<file path="config.mk">
export PLATFORM = sky130hd
export DESIGN_NAME = t_toggle_decoder
export DESIGN_NICKNAME = d
export VERILOG_FILES = /design/src/rtl/t_toggle_decoder.sv
export SDC_FILE = /design/constraint.sdc
export NUM_CORES = 1
export LEC_CHECK = 0
export CAP_MARGIN = 20
export CELL_PAD_IN_SITES_DETAIL_PLACEMENT = 0
export CELL_PAD_IN_SITES_GLOBAL_PLACEMENT = 1
export CORE_AREA = 5 5 42 44
export CTS_CLUSTER_SIZE = 25
export DETAILED_ROUTE_END_ITERATION = 7
export DIE_AREA = 0 0 47 49
export GPL_TIMING_DRIVEN = 0
export PLACE_DENSITY_LB_ADDON = 0.08
export RECOVER_POWER = 50
export SLEW_MARGIN = 20
export SYNTH_ARGS = -nofsm -noshare
export SYNTH_HDL_FRONTEND = slang
export SYNTH_SLANG_ARGS = --single-unit
</file>
<file path="constraint.sdc">
create_clock -name Clk -period 3.5 [get_ports Clk]
set_input_delay 1.05 -clock Clk [delete_from_list [all_inputs] [get_ports Clk]]
set_output_delay 1.05 -clock Clk [all_outputs]
set_load 0.005 [all_outputs]
</file>
<file path="src/rtl/t_toggle_decoder.sv">
// Receive side of a toggle-coded event line: synchronizes Tin, turns each level
// change into a one-cycle Ev pulse, and keeps a wrapping event count with sticky overflow.
module t_toggle_decoder #(
    parameter int unsigned WIDTH = 4
) (
    input  logic             Clk,
    input  logic             Rst,
    input  logic             Tin,
    input  logic             En,
    input  logic             Clr,
    output logic             Ev,
    output logic             Lvl,
    output logic [WIDTH-1:0] Count,
    output logic             Ovf
);

    logic             s1_q, s2_q, s3_q;
    logic             ev_q, lvl_q;
    logic [WIDTH-1:0] count_q, count_d;
    logic             ovf_q, ovf_d;
    logic             chg;

    // Only s2/s3 feed logic; s1 may be metastable and is never observed directly.
    assign chg = s2_q ^ s3_q;

    always_comb begin
        count_d = count_q;
        ovf_d   = ovf_q;
        if (Clr) begin
            count_d = '0;
            ovf_d   = 1'b0;
        end else if (chg && En) begin
            count_d = count_q + WIDTH'(1);
            if (count_q == '1) begin
                ovf_d = 1'b1;
            end
        end
    end

    always_ff @(posedge Clk or negedge Rst) begin
        if (!Rst) begin
            s1_q    <= 1'b0;
            s2_q    <= 1'b0;
            s3_q    <= 1'b0;
            ev_q    <= 1'b0;
            lvl_q   <= 1'b0;
            count_q <= '0;
            ovf_q   <= 1'b0;
        end else begin
            s1_q    <= Tin;
            s2_q    <= s1_q;
            s3_q    <= s2_q;
            ev_q    <= chg;
            lvl_q   <= s2_q;
            count_q <= count_d;
            ovf_q   <= ovf_d;
        end
    end

    assign Ev    = ev_q;
    assign Lvl   = lvl_q;
    assign Count = count_q;
    assign Ovf   = ovf_q;

endmodule

</file>
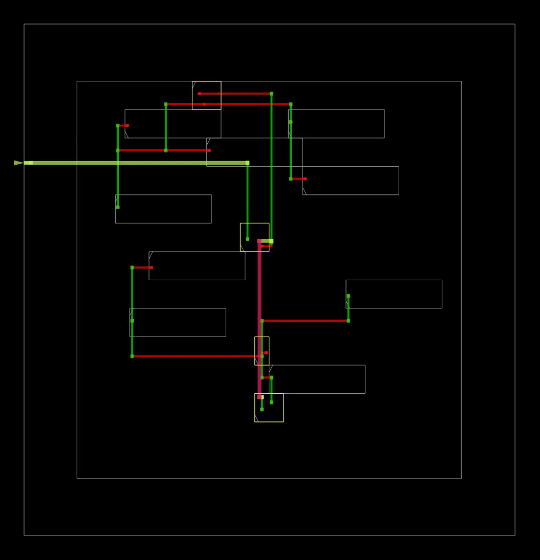
run_1/clock_nets.png
number of buffers inserted during clock tree synthesis: 3
# clk buffers: 4

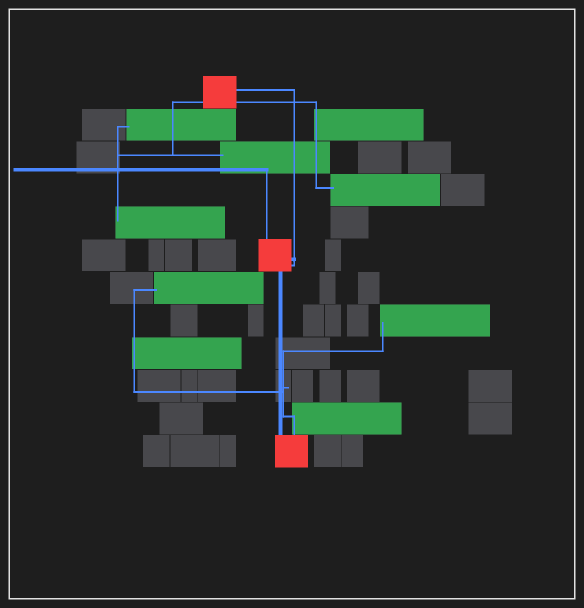
run_1/clock_wires.png
(12 px per um)
Red marks clock-net drivers, count 3. Blue marks clock wires, length 154 um. Green marks flip-flops, count 9.
There are 4 routed clock nets.
power attributed to the clock group: 0.0809 mW
clock share of power: 37.5%
clock latency of the later-clocked register in the worst-skew pair: 0.26 ns

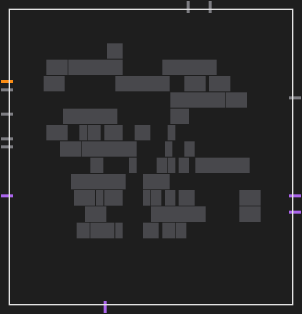
run_1/pinout.png
(6 px per um) Pins as bars across the die edge, other pins in grey.
Orange marks `Tin`, pins 1, direction input, edge left. Purple marks `Count`, pins 4, direction output, edge 2 right, 1 bottom, 1 left.
All pins by edge: 6 left, 3 right, 2 top, 1 bottom.
count of input and output buffers: 11
width of the die: 47 um
chip height: 49 um

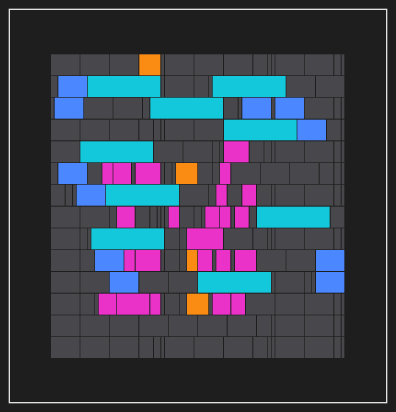
run_1/class_map.png
(8 px per um) Fill, decap, tap and diode cells in grey.
Magenta marks remaining logic cells, cells 23, share of their area 28%. Cyan marks registers, cells 9, share of their area 45%. Orange marks clock drivers and dummy loads, cells 4, share of their area 5.3%. Blue marks remaining buffers and delay cells, cells 11, share of their area 22%.
utilization after layout: 37.1%
sequential cell area share: 43.3%
Std-Cell Core Area: 1400 um2

==> summary.txt, run 1 <==
Figures from the flow reports.

Setup path:
- The run puts the number of cells on the critical path at 1.
- The worst setup path is captured at an output port.
- Grouping stages by cell kind, the critical path spends the most delay in buffers and inverters.
- The run puts the stage delay of the slowest cell on the critical path at between 0.5 and 0.6 ns.

Final timing:
- The final report lists the setup-violating endpoint count as 0.
- The run puts the worst setup margin at around 1.3 ns.
- The run puts the accumulated negative setup slack at 0 ns.
- The run gives the worst-case clock skew as around 0.00055 ns.
- OpenROAD reports that the post-layout worst path occupies 63.9% of the period.

Floorplanning:
- The run puts the core utilization at floorplan at between 20% and 30%.
- The run puts the total die size at 2300 um2.

Drt:
- The run gives the via density per instance as 4.78.
- Per the detail_route report, DRC violations left total 0.
- The run puts the sum of routed wire segments on met1 at approximately 350 um.
- The run puts the total length of routed met3 wires at 73 um.

Synth:
- Of all flip-flops after synthesis, the portion carrying an async set or reset was 100%.
- Looking at area per cell type in the netlist, the leader is sky130_fd_sc_hd__dfrtp_1.
- The run puts the netlist area before placement at roughly 370 um2.
- The run puts the share of Yosys cell area claimed by the top area cell type at roughly three fifths.
- Each instance of the synthesized netlist takes up on average 11.6 um2.
- The run gives the count of distinct cell types in the synthesized netlist as 18.

Power and ir drop:
- Per report_power, the top consumer among the power groups is registers.
- The run gives the internal power consumption as around 0.16 mW.

Run status:
- The flow ran to the end, and the final reports show no timing, DRC or antenna violations.

Cells and area:
- The run puts the sequential cell area at between 200 and 250 um2.
- In the layout the commonest cells are 9 x sky130_fd_sc_hd__dfrtp_1, 9 x sky130_fd_sc_hd__clkdlybuf4s50_1, 4 x sky130_fd_sc_hd__nor2_1.
- The run gives the combinational cell area excluding buffers and inverters as between 100 and 150 um2.

Clock network:
- Per the post-CTS timing run, clock transition at the registers of the reported paths is about 0.060 ns.
- The run puts the post-cts repair resize count at 0.

Global route:
- The first global-routing pass estimated ~1.5 mm of wire.
-- run 1: sequential cells by signal (all words and copies together) (netlist names) --
name / cells
Count: 4
Ev: 1
Lvl: 1
Ovf: 1
s1_q: 1
s2_q: 1
-- run 1: stage by stage --
stage | power [mW] | std cells
5_1_grt | 0.227 | 63
6_report | 0.216 | 63
2_1_floorplan | 0.122 | 32
3_5_place_dp | 0.139 | 59
3_3_place_gp | 0.138 | 59
4_1_cts | 0.222 | 63
-- run 1: final timing paths --
kind	startpoint	end	slack, ns
worst max-delay path	Count[2]	Count[2]	1.26
worst min-delay path	s1_q	s2_q	0.35
worst max register to register	Lvl	Count[2]	2.14
worst min register to register	s1_q	s2_q	0.35
max in group asynchronous	Rst	Ovf	2.07
min in group asynchronous	Rst	Count[1]	1.15
-- run 1: routing by layer --
layer	GRT usage [%]	up-vias
met3	5.54	2
met4	8.29	0
met1	12.5	146
li1	-	142
met5	0	-
met2	10.9	11
-- run 1: logic make-up (layout without fill, tap and decap cells) --
logic type               after synthesis  count (layout)  synth area share (%)
adder cells (fa/ha/maj)                1               1                  3.37
flip-flops                             9               9                  60.6
multiplexers                           1               1                  3.03
buffers and inverters                  3              18                  3.03
AND-OR/OR-AND                          6               6                  10.4
XOR/XNOR                               1               1                  4.38
AND/OR/NAND/NOR                       11              11                  15.2
-- run 1: layout make-up --
type | count | area share, %
clock buffers | 4 | 5.05
inverters | 3 | 2.16
multi-input cells | 20 | 24.5
flip-flops and latches | 9 | 43.3
well taps | 16 | 3.85
repair buffers | 11 | 21.2
## Run 2: what changed since run 1
==> constraint.sdc (replaced) <==
create_clock -name Clk -period 2.3 [get_ports Clk]
set_input_delay 0.69 -clock Clk [delete_from_list [all_inputs] [get_ports Clk]]
set_output_delay 0.69 -clock Clk [all_outputs]
set_load 0.005 [all_outputs]
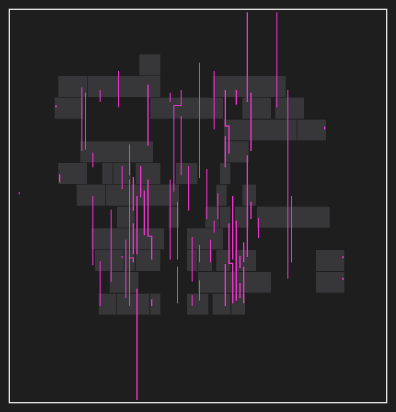
run_2/m2.png
(8 px per um) Cells faint in the background.
The longest straight run is 23.5 um. 43 nets have wire on it. The layer holds 45% of the routed length.
met2 track demand over resource in global routing: 10.9%
via count: 301
drt total wl: 798 um

==> run 2 against run 1 <==
- via count stayed put
- largest cell class unchanged
- critical path type unchanged
- critical path depth unchanged
- count of clock-buffer cells in the layout unchanged
- area after synthesis is the same
- highest routed layer unchanged
- critical endpoint unchanged
- register-to-register slack worse by 1.2 ns
- hold slack is the same
- wire length unchanged
- global-route usage did not move
- non-clock buffer count stayed put
- design area did not move
==> summary.txt, run 2 <==
Figures from the flow reports.

Synth:
- The run gives the share of synthesized registers carrying an async set or reset as 100% (unchanged).
- The run puts the number of standard cells reported by yosys at 32 (unchanged).
- The run gives the netlist area before placement as 372 um2 (unchanged).
- The synthesized area per cell was 11.6 um2 (unchanged).
- The run gives the commonest register cell after synthesis as sky130_fd_sc_hd__dfrtp_1 (unchanged).
- The run puts the flip-flop and latch count after synthesis at 9 (unchanged).
- The run puts the count of distinct cell types in the synthesized netlist at 18 (unchanged).
- The run gives the cell type with the largest total area after synthesis as sky130_fd_sc_hd__dfrtp_1 (unchanged).
- The run gives the proportion of synthesized chip area in sequential cells as 60.6% (unchanged).
- The share of Yosys cell area claimed by the top area cell type came to 60.6% (unchanged).

Setup path:
- The endpoint class of the critical path is an output port (unchanged).
- The run puts the stage delay of the slowest cell on the critical path at 0.53 ns (about the same).
- The start-to-end type of the worst setup path was reg2out (unchanged).
- The standard cell with the maximum stage delay on the critical path is sky130_fd_sc_hd__clkdlybuf4s50_1 (unchanged).
- The kind of cell adding the most delay to the critical path is buffers and inverters (unchanged).
- The number of cells on the critical path is 1 (unchanged).

Final timing:
- The setup-violating endpoint count in the final report is 0 (unchanged).
- The run puts the worst-case clock skew at 0.000552 ns (unchanged).
- The run gives the accumulated negative setup slack as 0 ns (unchanged).
- The run gives the final critical-path share of the clock period as 81.6%.
- The run puts the shortest period the worst path allows at ~1.9 ns.

Cells and area:
- The fraction of the core area covered by cells at the end of the flow was 37.1% (unchanged).
- The run gives the count of placed standard cells in the final layout, fillers left out as 63 (unchanged).
- The run gives the number of inserted filler cells in the final layout as 148 (unchanged).
- Top logic cells by instance count in the layout: 9 x sky130_fd_sc_hd__dfrtp_1, 9 x sky130_fd_sc_hd__clkdlybuf4s50_1, 4 x sky130_fd_sc_hd__nor2_1 (unchanged).
- The run puts the flip-flop count of the largest register after layout at 4 (unchanged).

Drt:
- The run puts the mean routed wirelength per cell at 12.7 um (unchanged).
- The run gives the post-detailed-route DRC marker count as 0 (unchanged).
- The via density per instance came to 4.78 (unchanged).

Global route:
- The run gives the total grt overflow as 0 (unchanged).
- The first-pass GRT wire length was 1.49 mm (unchanged).

Floorplanning:
- The y dimension of the die is 49 um (unchanged).
- The run puts the core utilization at floorplan at 26.5% (unchanged).
- The run puts the total die size at 2300 um2 (unchanged).
- The run puts the total core area at 1400 um2 (unchanged).
- The run gives the overall die width as 47 um (unchanged).

Worst hold path:
- The run gives the path class of the lowest-slack min-delay path as reg2reg (unchanged).

Power and ir drop:
- The run puts the internal power consumption at 0.251 mW (was 0.165 mW).
- The run gives the heaviest power group as registers (unchanged).
- The clock network power consumption came to 0.123 mW (was 0.0809 mW).
- The run puts the fraction of power spent switching nets at 23.5% (about the same).
- The run puts the clock network fraction of total power at 37.5% (about the same).

Placed design:
- The run gives the placed instance count as 59 (unchanged).
- The run gives the HPWL after detailed placement as 598 um (unchanged).
- The run puts the number of buffer cells added on primary ports at 11 (unchanged).

Clock network:
- The run gives the clock latency at the later pin of the worst-skew pair as 0.26 ns (about the same).
- The run gives the post-cts repair resize count as 0 (unchanged).
- The run puts the CTS buffer count at 3 (unchanged).
- The run gives the clock transition at the registers of the reported paths as 0.06 ns (about the same).

Run status:
- Run status: complete, no violations (unchanged).
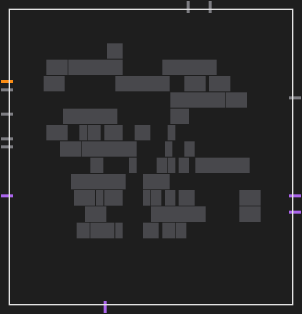
run_2/pinout.png
(6 px per um) Pins as bars across the die edge, other pins in grey.
Orange marks `Tin`, pins 1, direction input, edge left. Purple marks `Count`, pins 4, direction output, edge 2 right, 1 bottom, 1 left.

[run 2: final cells by class]
type | instances | area (um2) | area share, %
inverters | 3 | 11.3 | 2.16
flip-flops and latches | 9 | 225 | 43.3
multi-input cells | 20 | 128 | 24.5
clock buffers | 4 | 26.3 | 5.05
well taps | 16 | 20.0 | 3.85
repair buffers | 11 | 110 | 21.2
[run 2: per-stage QoR]
step                      instance area, um2  setup WS, ns  hold WS (ns)  power (mW)
after CTS                                528         0.394         0.350       0.338
after global routing                     520         0.355         0.355       0.346
after floorplan                          372         0.921         0.331       0.186
final                                    520         0.423         0.352       0.328
after detailed placement                 502         0.251         0.336       0.211
after global placement                   502         0.269         0.332       0.210
[run 2: cell families (layout without fill, tap and decap cells)]
family | Yosys count | in the layout | synth area share (%)
fa+ha+maj | 1 | 1 | 3.37
compound gates | 6 | 6 | 10.4
buf+inv | 3 | 18 | 3.03
mux | 1 | 1 | 3.03
xor+xnor | 1 | 1 | 4.38
simple gates | 11 | 11 | 15.2
flops | 9 | 9 | 60.6
[run 2: final timing paths]
path,startpoint,end,slack (ns)
max,Count[2],Count[2],0.42
min,s1_q,s2_q,0.35
max reg2reg,Lvl,Count[2],0.94
min reg2reg,s1_q,s2_q,0.35
max in group asynchronous,Rst,Ovf,1.23
min in group asynchronous,Rst,Count[1],0.79
[run 2: layer usage]
| layer | global-route usage (%) | part of all wire [%] | wire, um | vias up |
|---|---|---|---|---|
| met5 | 0 | 0 | 0 | - |
| met4 | 8.29 | 1.8 | 14 | 0 |
| met1 | 12.5 | 43 | 347 | 146 |
| li1 | - | - | - | 142 |
| met3 | 5.54 | 9.1 | 73 | 2 |
| met2 | 10.9 | 45 | 363 | 11 |
Power figures rest on the tool's default switching activity, not on a simulated workload.
